File: config.mk
export PLATFORM = sky130hd
export DESIGN_NAME = seq_rep_monitor
export DESIGN_NICKNAME = d
export VERILOG_FILES = /design/src/rtl/seq_rep_monitor.sv
export SDC_FILE = /design/constraint.sdc
export NUM_CORES = 1
export LEC_CHECK = 0
export CAP_MARGIN = 20
export CORE_MARGIN = 4
export CORE_UTILIZATION = 47
export CTS_CLUSTER_DIAMETER = 50
export CTS_CLUSTER_SIZE = 14
export DETAILED_ROUTE_END_ITERATION = 8
export DONT_BUFFER_PORTS = 1
export HOLD_SLACK_MARGIN = 0.1
export PLACE_DENSITY = 0.61
export SETUP_SLACK_MARGIN = 0.05
export SYNTH_ARGS = -nofsm -noshare
export SYNTH_HDL_FRONTEND = slang
export SYNTH_SLANG_ARGS = --single-unit
File: constraint.sdc
create_clock -name clk -period 4.55 [get_ports clk]
set_input_delay 0.91 -clock clk [delete_from_list [all_inputs] [get_ports clk]]
set_output_delay 0.91 -clock clk [all_outputs]
set_load 0.03 [all_outputs]
File: src/rtl/seq_rep_monitor.sv
// Multi-channel runtime checker for trigger |=> x[*N] ##1 y, x[->N] ##1 y and x[=N] ##1 y.
// Each channel captures its mode and N on start and reports registered pass/fail/overlap pulses.
module seq_rep_monitor #(
    parameter int unsigned NUM_CH  = 4,
    parameter int unsigned CNT_W   = 4,
    parameter int unsigned TIMEOUT = 16,
    parameter int unsigned TO_W    = 5
) (
    input  logic                      clk,
    input  logic                      rst,
    input  logic [NUM_CH-1:0]         start,
    input  logic [NUM_CH-1:0]         x,
    input  logic [NUM_CH-1:0]         y,
    input  logic [2*NUM_CH-1:0]       mode,
    input  logic [CNT_W*NUM_CH-1:0]   rep_n,
    output logic [NUM_CH-1:0]         busy,
    output logic [NUM_CH-1:0]         pass,
    output logic [NUM_CH-1:0]         fail,
    output logic [2*NUM_CH-1:0]       fail_code,
    output logic [NUM_CH-1:0]         overlap,
    output logic [7:0]                fail_total
);

    typedef enum logic [1:0] {
        S_IDLE   = 2'b00,
        S_COUNT  = 2'b01,
        S_CHK_Y  = 2'b10,
        S_WAIT_Y = 2'b11
    } state_t;

    localparam logic [1:0] M_CONS   = 2'b00;
    localparam logic [1:0] M_GOTO   = 2'b01;
    localparam logic [1:0] M_RSVD   = 2'b11;
    localparam logic [1:0] FC_VIOL  = 2'b01;
    localparam logic [1:0] FC_TMO   = 2'b10;
    localparam logic [1:0] FC_EXTRA = 2'b11;

    state_t             state_q [NUM_CH];
    state_t             state_d [NUM_CH];
    logic [CNT_W-1:0]   cnt_q   [NUM_CH];
    logic [CNT_W-1:0]   cnt_d   [NUM_CH];
    logic [CNT_W-1:0]   n_q     [NUM_CH];
    logic [CNT_W-1:0]   n_d     [NUM_CH];
    logic [1:0]         mode_q  [NUM_CH];
    logic [1:0]         mode_d  [NUM_CH];
    logic [TO_W-1:0]    tmr_q   [NUM_CH];
    logic [TO_W-1:0]    tmr_d   [NUM_CH];

    logic [NUM_CH-1:0]   busy_d;
    logic [NUM_CH-1:0]   pass_d;
    logic [NUM_CH-1:0]   fail_d;
    logic [NUM_CH-1:0]   overlap_d;
    logic [2*NUM_CH-1:0] fail_code_d;
    logic [8:0]          fail_sum;
    logic [7:0]          fail_total_d;

    // Next-state, decision and start-acceptance logic for every channel
    always_comb begin
        busy_d      = '0;
        pass_d      = '0;
        fail_d      = '0;
        overlap_d   = '0;
        fail_code_d = '0;
        for (int unsigned ch = 0; ch < NUM_CH; ch++) begin
            state_d[ch] = state_q[ch];
            cnt_d[ch]   = cnt_q[ch];
            n_d[ch]     = n_q[ch];
            mode_d[ch]  = mode_q[ch];
            tmr_d[ch]   = tmr_q[ch];

            case (state_q[ch])
                S_COUNT: begin
                    if (mode_q[ch] == M_CONS && !x[ch]) begin
                        fail_d[ch]              = 1'b1;
                        fail_code_d[2*ch +: 2]  = FC_VIOL;
                    end else if (x[ch]) begin
                        cnt_d[ch] = cnt_q[ch] + CNT_W'(1);
                        if (cnt_q[ch] + CNT_W'(1) == n_q[ch])
                            state_d[ch] = (mode_q[ch] == M_CONS || mode_q[ch] == M_GOTO)
                                          ? S_CHK_Y : S_WAIT_Y;
                    end
                end
                S_CHK_Y: begin
                    if (y[ch]) begin
                        pass_d[ch] = 1'b1;
                    end else begin
                        fail_d[ch]             = 1'b1;
                        fail_code_d[2*ch +: 2] = FC_VIOL;
                    end
                end
                S_WAIT_Y: begin
                    if (y[ch]) begin
                        pass_d[ch] = 1'b1;
                    end else if (x[ch]) begin
                        fail_d[ch]             = 1'b1;
                        fail_code_d[2*ch +: 2] = FC_EXTRA;
                    end
                end
                default: ;
            endcase

            // Strong-semantics timer: a decision on the last sample beats the timeout
            if (state_q[ch] != S_IDLE && mode_q[ch] != M_CONS) begin
                if (!pass_d[ch] && !fail_d[ch] && tmr_q[ch] == TO_W'(TIMEOUT)) begin
                    fail_d[ch]             = 1'b1;
                    fail_code_d[2*ch +: 2] = FC_TMO;
                end else begin
                    tmr_d[ch] = tmr_q[ch] + TO_W'(1);
                end
            end

            if (pass_d[ch] || fail_d[ch])
                state_d[ch] = S_IDLE;

            if (start[ch] && mode[2*ch +: 2] != M_RSVD) begin
                if (state_q[ch] == S_IDLE || pass_d[ch] || fail_d[ch]) begin
                    state_d[ch] = S_COUNT;
                    cnt_d[ch]   = '0;
                    mode_d[ch]  = mode[2*ch +: 2];
                    n_d[ch]     = (rep_n[CNT_W*ch +: CNT_W] == '0)
                                  ? CNT_W'(1) : rep_n[CNT_W*ch +: CNT_W];
                    tmr_d[ch]   = TO_W'(1);
                end else begin
                    overlap_d[ch] = 1'b1;
                end
            end

            busy_d[ch] = (state_d[ch] != S_IDLE) || pass_d[ch] || fail_d[ch];
        end

        fail_sum     = 9'(fail_total) + 9'($countones(fail_d));
        fail_total_d = (fail_sum > 9'd255) ? 8'hFF : fail_sum[7:0];
    end

    // State and registered outputs
    always_ff @(posedge clk) begin
        if (rst) begin
            for (int unsigned ch = 0; ch < NUM_CH; ch++) begin
                state_q[ch] <= S_IDLE;
                cnt_q[ch]   <= '0;
                n_q[ch]     <= '0;
                mode_q[ch]  <= '0;
                tmr_q[ch]   <= '0;
            end
            busy       <= '0;
            pass       <= '0;
            fail       <= '0;
            fail_code  <= '0;
            overlap    <= '0;
            fail_total <= '0;
        end else begin
            for (int unsigned ch = 0; ch < NUM_CH; ch++) begin
                state_q[ch] <= state_d[ch];
                cnt_q[ch]   <= cnt_d[ch];
                n_q[ch]     <= n_d[ch];
                mode_q[ch]  <= mode_d[ch];
                tmr_q[ch]   <= tmr_d[ch];
            end
            busy       <= busy_d;
            pass       <= pass_d;
            fail       <= fail_d;
            fail_code  <= fail_code_d;
            overlap    <= overlap_d;
            fail_total <= fail_total_d;
        end
    end

endmodule
==> notes.md <==
run metrics: status finished clean, max-cap violations 0, flip-flops with a built-in enable 0, post-synth top area cell dfxtp_1, top cells by count dfxtp_1, nor2_1, xnor2_1, PnR worst setup slack ~1200 ps, clock-pin slew reported for the worst setup and hold paths after clock tree synthesis roughly 100 ps, r2r worst-path depth 12, drt first-iter violations 92, Power Sequential 0.983 mW, Worst-Margin Slew ~490 ps, pre-CTS setup slack 813 ps, number of well taps ~130, clock network area share 4.39%, Top Metal Used met4, adder share 4.66%, placeable core area 9820 µm², Reg2Reg Capture Point fail_total[0], Net Sw Frac 26.5%, gr ovfl total 0, YS chip area ~4800 µm², drt wl/cell 14.0 µm, layout cell share with drive strength beyond 1 7.25%, comb. cell area 2570 µm², clock-net power around 0.6 mW, critical path depth 12, Top reg by flops tmr_q, Final setup violation count 0, top cell category logic gates, chip width 109 µm, final hold vios 0, clock power share 34.1%, #FFs+latches synth approximately 100, Pint between 1 and 1.5 mW, Max Fanout on Critical Path 8, Unique cell types 50, critical path type in -> reg, Seq/total area 39.9%, combinational gates between 300 and 400, Skew-Pair Late Insertion Delay 360 ps, Power, Total 1.78 mW, largest net degree at the start of global routing around 70, nets@finish 559, met3 routed WL ~480 µm, DR pass1 iterations 4, P_sw 0.471 mW, Max-area cell share 41.9%, Most common cell on crit path fa_1, Buf/Inv on CP 2, Worst R2R Start state_q[0][0], crit-path max cell delay roughly 550 ps, dpl hpwl 6.61 mm, yosys aoi share ~11%, hold_buf cts 0, tally of OpenROAD warnings 30, Max-slew headroom 66.2%, post-DR vias/cell 5.22, invs w/o clock 16, die area 11,800 µm², yosys cell count 513, sequential share of power 55.3%, clock buffer depth 2, Cell Chain, Critical Path nand2b_1, o32a_4, o21ai_0, fa_1, inv_1, fa_1, inv_1, fa_1, nand2_1, nor2_1, nand4_1, a21oi_1, Worst EP arrival 3640 ps, DP Cell Count between 600 and 700, port bufs 0, Power Dens Cells 354 nW/µm², Logic pwr share a little over a tenth, # clk buffers 12, Main power group registers, FP Util 48.6%, sequential fraction of the synthesis area between 40% and 50%, antenna violations before repair 0, DRC viols 0, CTS tree built, Routed Wire Length 8.98 mm, CP max-delay cell fa_1, top achievable clock speed 298 MHz, final RePlAce weighted congestion 0.801
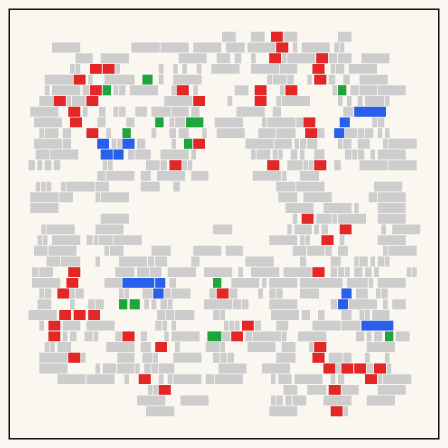
gates.png
and/or cells: shown in green, cells 12. xor and xnor cells: shown in red, cells 55, where spread over the die. non-inverting ao/oa cells: shown in blue, cells 13.

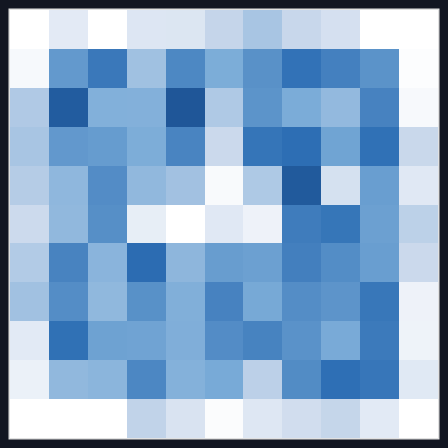
util_map.png
The die is cut into 11 by 11 equal tiles; white is low, dark blue is high, 0 to 100% covered.
8.3% of the tiles are nearly empty. The mean over all tiles is 41%. 3.3% of the tiles are over 75% full. The fullest tile reaches 85%.

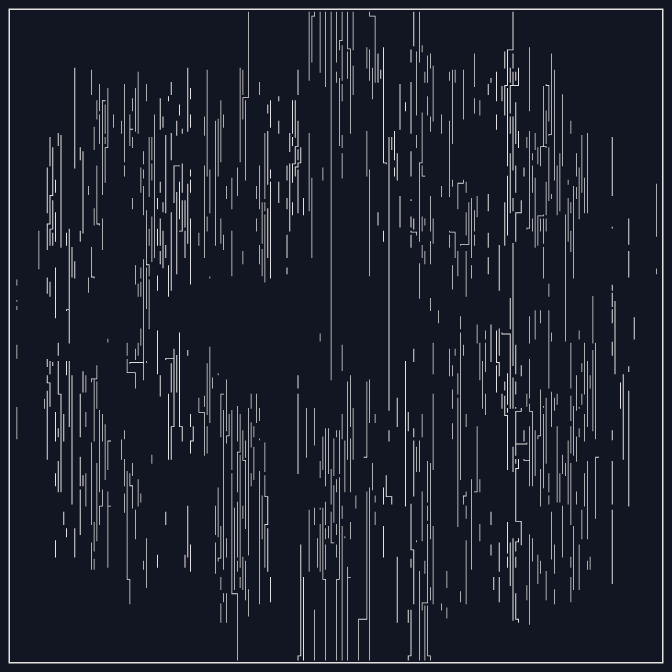
m2.png
The layer carries 4,210 µm of wire. The wires run mostly vertical. 460 nets have wire on it.

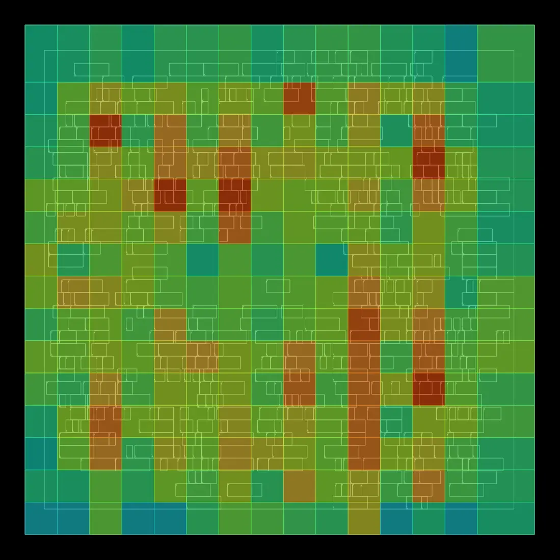
congestion_map.png
most used routing layer: met2
Global Route met3 Usage: 4.32%
met1 Use GR: 20.0%

Power figures rest on the tool's default switching activity, not on a simulated workload.
